Power grid:
The bar under the picture is 20 um long. Pins as bars on the die edge.
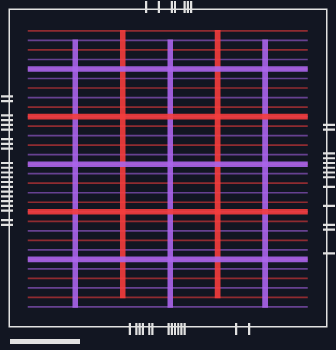
Placed cells, one colour a class:
Fill, decap, tap and diode cells in grey.
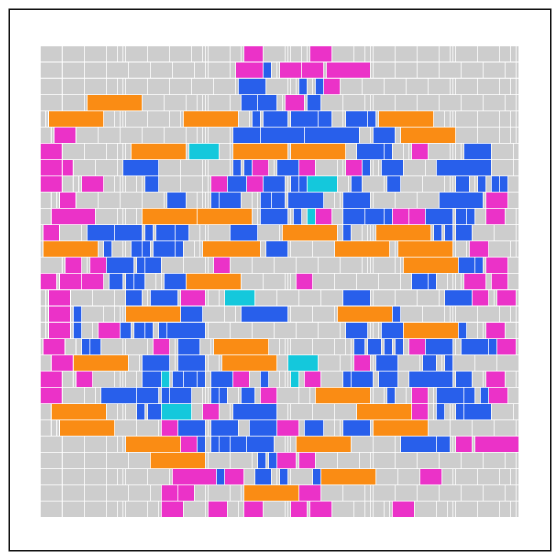
Clock wires, drivers and flops:
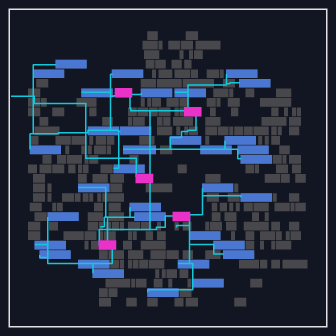
Signal wires by layer:
The bar under the picture is 20 um long. Only two layers are drawn.
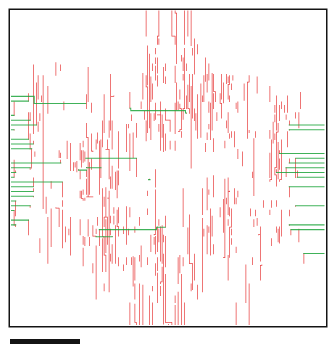
### src/rtl/fault_detection_mc_pkg.sv
// Shared definitions for the multi-channel break / system-failure detector:
// FSM state encoding and fault_src bit ordering.
package fault_detection_mc_pkg;

  typedef enum logic [1:0] {
    NORMAL = 2'd0,
    FAULT  = 2'd1,
    HOLD   = 2'd2
  } fault_state_e;

  // Break channels occupy the low fault_src bits, system lines sit directly above.
  localparam int unsigned SRC_BK_BASE = 0;

  function automatic int unsigned src_sys_base(int unsigned num_bk);
    return SRC_BK_BASE + num_bk;
  endfunction

endpackage

### src/rtl/fault_detection_mc_if.sv
// Register/pin/status bundle of fault_detection_mc. The block is the slave side;
// the register file and pad ring form the master side.
interface fault_detection_mc_if #(
  parameter int unsigned NUM_BK  = 4,
  parameter int unsigned NUM_SYS = 2,
  parameter int unsigned FLT_W   = 4
);
  logic [NUM_BK-1:0]          r_bke;
  logic [NUM_BK-1:0]          r_bkp;
  logic [NUM_BK*FLT_W-1:0]    r_bt;
  logic [NUM_SYS-1:0]         r_sys_en;
  logic                       r_latch;
  logic                       r_fault_clr;
  logic [NUM_BK+NUM_SYS-1:0]  r_src_clr;
  logic [NUM_BK-1:0]          advtmr_bk;
  logic [NUM_BK-1:0]          advtmr_bk_oen;
  logic [NUM_SYS-1:0]         system_failure;
  logic                       fault_detected;
  logic [NUM_BK+NUM_SYS-1:0]  fault_src;
  logic [1:0]                 fault_state;
  logic                       int_status_gen_fault_detected;

  modport master (
    output r_bke, r_bkp, r_bt, r_sys_en, r_latch, r_fault_clr, r_src_clr,
           advtmr_bk, system_failure,
    input  advtmr_bk_oen, fault_detected, fault_src, fault_state,
           int_status_gen_fault_detected
  );

  modport slave (
    input  r_bke, r_bkp, r_bt, r_sys_en, r_latch, r_fault_clr, r_src_clr,
           advtmr_bk, system_failure,
    output advtmr_bk_oen, fault_detected, fault_src, fault_state,
           int_status_gen_fault_detected
  );
endinterface

### src/rtl/fault_detection_mc_bk_filter_chan.sv
// One break channel: 2-flop synchroniser, polarity match and saturating
// run-length filter. o_act asserts once the match has held for i_thr cycles.
module fault_detection_mc_bk_filter_chan #(
  parameter int unsigned FLT_W = 4
) (
  input  logic             i_clk,
  input  logic             i_rst_n,
  input  logic             i_pin,
  input  logic             i_en,
  input  logic             i_pol,
  input  logic [FLT_W-1:0] i_thr,
  output logic             o_act
);
  logic             r_sync1;
  logic             r_sync2;
  logic [FLT_W-1:0] r_cnt;
  logic             w_match;

  assign w_match = i_en & (r_sync2 == i_pol);
  assign o_act   = w_match & (r_cnt >= i_thr);

  always_ff @(posedge i_clk or negedge i_rst_n) begin
    if (!i_rst_n) begin
      r_sync1 <= 1'b0;
      r_sync2 <= 1'b0;
      r_cnt   <= '0;
    end else begin
      r_sync1 <= i_pin;
      r_sync2 <= r_sync1;
      if (!w_match)
        r_cnt <= '0;
      else if (r_cnt != '1)
        r_cnt <= r_cnt + 1'b1;
    end
  end
endmodule

### src/rtl/fault_detection_mc.sv
// Multi-channel break detector: filtered break pins plus system-failure lines
// feed a NORMAL/FAULT/HOLD shutdown FSM with sticky per-source status.
module fault_detection_mc
  import fault_detection_mc_pkg::*;
#(
  parameter int unsigned NUM_BK  = 4,
  parameter int unsigned NUM_SYS = 2,
  parameter int unsigned FLT_W   = 4
) (
  input logic                 pe_gen_clk,
  input logic                 pe_gen_rstn,
  fault_detection_mc_if.slave bus
);
  localparam int unsigned SRC_W    = NUM_BK + NUM_SYS;
  localparam int unsigned SYS_BASE = src_sys_base(NUM_BK);

  logic [NUM_BK-1:0]  w_bk_act;
  logic [NUM_SYS-1:0] w_sys_act;
  logic [SRC_W-1:0]   w_src_set;
  logic               w_any_act;

  fault_state_e       r_state;
  logic               r_fault_det;
  logic               r_int;
  logic [SRC_W-1:0]   r_src;

  for (genvar g = 0; g < NUM_BK; g++) begin : g_bk
    fault_detection_mc_bk_filter_chan #(.FLT_W(FLT_W)) u_bk_filter_chan (
      .i_clk   (pe_gen_clk),
      .i_rst_n (pe_gen_rstn),
      .i_pin   (bus.advtmr_bk[g]),
      .i_en    (bus.r_bke[g]),
      .i_pol   (bus.r_bkp[g]),
      .i_thr   (bus.r_bt[g*FLT_W +: FLT_W]),
      .o_act   (w_bk_act[g])
    );
  end

  assign w_sys_act = bus.r_sys_en & bus.system_failure;

  always_comb begin
    w_src_set = '0;
    w_src_set[SRC_BK_BASE +: NUM_BK] = w_bk_act;
    w_src_set[SYS_BASE +: NUM_SYS]   = w_sys_act;
  end

  assign w_any_act = |w_src_set;

  // HOLD leaves only when no source is active; a dropped r_latch acts as a clear.
  always_ff @(posedge pe_gen_clk or negedge pe_gen_rstn) begin
    if (!pe_gen_rstn) begin
      r_state     <= NORMAL;
      r_fault_det <= 1'b0;
      r_int       <= 1'b0;
      r_src       <= '0;
    end else begin
      r_int <= 1'b0;
      case (r_state)
        NORMAL: begin
          if (w_any_act) begin
            r_state     <= FAULT;
            r_fault_det <= 1'b1;
            r_int       <= 1'b1;
          end
        end
        FAULT: begin
          if (!w_any_act && bus.r_latch) begin
            r_state     <= HOLD;
            r_fault_det <= 1'b1;
          end else if (!w_any_act) begin
            r_state     <= NORMAL;
            r_fault_det <= 1'b0;
          end
        end
        HOLD: begin
          if (w_any_act) begin
            r_state     <= FAULT;
            r_fault_det <= 1'b1;
          end else if (bus.r_fault_clr || !bus.r_latch) begin
            r_state     <= NORMAL;
            r_fault_det <= 1'b0;
          end
        end
        default: begin
          r_state     <= FAULT;
          r_fault_det <= 1'b1;
        end
      endcase
      r_src <= (r_src & ~bus.r_src_clr) | w_src_set;
    end
  end

  assign bus.advtmr_bk_oen                 = bus.r_bke;
  assign bus.fault_detected                = r_fault_det;
  assign bus.fault_src                     = r_src;
  assign bus.fault_state                   = r_state;
  assign bus.int_status_gen_fault_detected = r_int;
endmodule

### src/flat_wrapper.sv
// flat-port wrapper written by rule: the top's interface ports become plain ports
module fault_detection_mc_flat import fault_detection_mc_pkg::*;
#(
  parameter int unsigned NUM_BK  = 4,
  parameter int unsigned NUM_SYS = 2,
  parameter int unsigned FLT_W   = 4
)
  (pe_gen_clk, pe_gen_rstn, bus_r_bke, bus_r_bkp, bus_r_bt, bus_r_sys_en, bus_r_latch, bus_r_fault_clr, bus_r_src_clr, bus_advtmr_bk, bus_system_failure, bus_advtmr_bk_oen, bus_fault_detected, bus_fault_src, bus_fault_state, bus_int_status_gen_fault_detected);
  fault_detection_mc_if #(.NUM_BK(NUM_BK), .NUM_SYS(NUM_SYS), .FLT_W(FLT_W)) bus_i ();
  input logic pe_gen_clk;
  input logic pe_gen_rstn;
  input wire logic [$bits(bus_i.r_bke)-1:0] bus_r_bke;
  input wire logic [$bits(bus_i.r_bkp)-1:0] bus_r_bkp;
  input wire logic [$bits(bus_i.r_bt)-1:0] bus_r_bt;
  input wire logic [$bits(bus_i.r_sys_en)-1:0] bus_r_sys_en;
  input wire logic [$bits(bus_i.r_latch)-1:0] bus_r_latch;
  input wire logic [$bits(bus_i.r_fault_clr)-1:0] bus_r_fault_clr;
  input wire logic [$bits(bus_i.r_src_clr)-1:0] bus_r_src_clr;
  input wire logic [$bits(bus_i.advtmr_bk)-1:0] bus_advtmr_bk;
  input wire logic [$bits(bus_i.system_failure)-1:0] bus_system_failure;
  output wire logic [$bits(bus_i.advtmr_bk_oen)-1:0] bus_advtmr_bk_oen;
  output wire logic [$bits(bus_i.fault_detected)-1:0] bus_fault_detected;
  output wire logic [$bits(bus_i.fault_src)-1:0] bus_fault_src;
  output wire logic [$bits(bus_i.fault_state)-1:0] bus_fault_state;
  output wire logic [$bits(bus_i.int_status_gen_fault_detected)-1:0] bus_int_status_gen_fault_detected;
  assign bus_i.r_bke = bus_r_bke;
  assign bus_i.r_bkp = bus_r_bkp;
  assign bus_i.r_bt = bus_r_bt;
  assign bus_i.r_sys_en = bus_r_sys_en;
  assign bus_i.r_latch = bus_r_latch;
  assign bus_i.r_fault_clr = bus_r_fault_clr;
  assign bus_i.r_src_clr = bus_r_src_clr;
  assign bus_i.advtmr_bk = bus_advtmr_bk;
  assign bus_i.system_failure = bus_system_failure;
  assign bus_advtmr_bk_oen = bus_i.advtmr_bk_oen;
  assign bus_fault_detected = bus_i.fault_detected;
  assign bus_fault_src = bus_i.fault_src;
  assign bus_fault_state = bus_i.fault_state;
  assign bus_int_status_gen_fault_detected = bus_i.int_status_gen_fault_detected;
  fault_detection_mc #(.NUM_BK(NUM_BK), .NUM_SYS(NUM_SYS), .FLT_W(FLT_W)) u_core (.pe_gen_clk(pe_gen_clk), .pe_gen_rstn(pe_gen_rstn), .bus(bus_i));
endmodule
### config.mk
export PLATFORM = sky130hd
export DESIGN_NAME = fault_detection_mc_flat
export DESIGN_NICKNAME = d
export VERILOG_FILES = /design/src/rtl/fault_detection_mc_pkg.sv /design/src/rtl/fault_detection_mc_if.sv /design/src/rtl/fault_detection_mc_bk_filter_chan.sv /design/src/rtl/fault_detection_mc.sv /design/src/flat_wrapper.sv
export SDC_FILE = /design/constraint.sdc
export NUM_CORES = 1
export LEC_CHECK = 0
export ABC_AREA = 0
export CAP_MARGIN = 30
export CORE_MARGIN = 5
export CORE_UTILIZATION = 32
export CTS_BUF_LIST = sky130_fd_sc_hd__clkbuf_8
export CTS_CLUSTER_SIZE = 25
export DETAILED_ROUTE_END_ITERATION = 7
export PLACE_DENSITY = 0.67
export SLEW_MARGIN = 20
export SYNTH_ARGS = -nofsm -noshare
export SYNTH_HDL_FRONTEND = slang
export SYNTH_HIERARCHICAL = 1
export SYNTH_SLANG_ARGS = --single-unit
### constraint.sdc
create_clock -name pe_gen_clk -period 2.2 [get_ports pe_gen_clk]
set_clock_uncertainty 0.1 [all_clocks]
set_input_delay 0.44 -clock pe_gen_clk [delete_from_list [all_inputs] [get_ports pe_gen_clk]]
set_output_delay 0.44 -clock pe_gen_clk [all_outputs]
set_load 0.1 [all_outputs]
==> flow_summary_export.csv <==
group,metric,value,unit
global_route,use_met2,17.9,%
power,power.internal,1190,uW
final_layout,largest_reg_flops,16,
final_timing,period_used_share,98.3,%
setup_path,setup.worst_path.end,"u_core/bus.fault_detected$_DFFE_PN0P_",
yosys,ys_sh_aoi,10.2,%
yosys,synthesis.area,2060,um2
final_timing,report.final.slew_viol_count,0,
final_layout,logic_area,1170,um2
power,leakagePower,0.00153,uW
power,ir_drop,1.11,mV
final_layout,final_cells,361,
final_layout,syn_to_final_growth,48.1,%
power,total_power,1990,uW
power,power.share.sequential,36.4,%
final_timing,fin_crit,2.16,ns
yosys,synth-async-reset-ratio,100,%
hold_path,hold_class,"reg -> reg",
yosys,synth_chip_area,2060,um2
yosys,synthFlopType,"dfrtp_1",
yosys,yosys.stat.seqShare,41.2,%
clock_network,cts.sink_count,34,
yosys,muxShareOfSynthArea,2.91,%
setup_path,cp_slowest_cell,"clkdlybuf4s50_1",
placement,dp_worst_setup_slack,-0.541,ns
run_status,status,"completed",
placement,dp.cells,352,
clock_network,cts_buffers,5,
power,powerComb,837,uW
hold_path,hold_path_end,"u_core/g_bk[1].u_bk_filter_chan/r_sync2$_DFF_PN0_",
route,initialDrtViolationCount,31,
die,fp.dieH,90.3,um
hold_path,min_from,"u_core/g_bk[1].u_bk_filter_chan/r_sync1$_DFF_PN0_",
global_route,grt_pass1_vias,1764,
clock_network,cts_resized,27,
final_layout,n_all_buffers,83,
setup_path,worstSetupEndpointType,"register",
power,swShare,40.0,%
power,power_leader,"combinational cells",
final_layout,n_antenna_cell,0,
placement,place_area,2890,um2
yosys,yosysWarnings,6,
final_layout,drive_gt1_share,31.3,%
clock_network,cts_setup_buffers,1,
global_route,grt-ovfl-total,0,
yosys,xor_share,4.85,%
final_layout,largest-register,"u_core/g_bk.u_bk_filter_chan/r_cnt",
yosys,ys_ff,34,
power,netSwitchingPower,797,uW
route,top_layer_used,"met4",
route,met3_length,314,um
hold_path,holdPathStages,0,
yosys,ys_types,31,
clock_network,cts_max_level,2,
route,drc,0,
final_timing,fmax,0.462,GHz
yosys,yosys-top-cells-count,"dfrtp_1 (34), nor2_1 (30), inv_1 (26)",
final_timing,setup_slack,0.0364,ns
final_layout,comb_cells,133,
global_route,met3_usage,4.17,%
setup_path,startpoint_type,"input pin",
global_route,grt_pass1_wl,7670,um
final_timing,worstMarginPinSlew,0.291,ns
setup_path,cp_num_cells,9,
yosys,logic_family,"simple AND/OR/NAND/NOR gates",
setup_path,worstSetupPathType,"in -> reg",
placement,hpwl,3530,um
final_layout,clkbuf_count,5,
yosys,fa_ha_area_share,13.9,%
setup_path,crit_fanout,3,
setup_path,ff2ff_path_depth,9,
-- 'power grid' (at the start) --
Red stands for VDD. Purple stands for VSS.
The core has 29 rows. 5 straps on met5. 56 signal pins sit on the boundary.

-- 'placed cells, one colour a class' (at the start) --
Magenta stands for other buffers and delay cells, cells 83, share of their area 26%. Blue stands for combinational and other logic, cells 159, share of their area 43%. Orange stands for flops, cells 34, share of their area 29%. Cyan stands for clock drivers and dummy loads, cells 8, share of their area 2.7%.

-- 'clock wires, drivers and flops' (at the start) --
Blue stands for flip-flops, count 34. Cyan stands for clock wires, length 509 um. Magenta stands for clock drivers, count 5.
There are 6 routed clock nets.
share of total power in the clock network: 21.5%
clk_lat worst skew: 0.28 ns
Clock Power: 429 uW

-- 'signal wires by layer' (at the start) --
Green stands for metal 3, wire length 314 um. Red stands for metal 2, wire length 2070 um.

Power figures rest on the tool's default switching activity, not on a simulated workload.
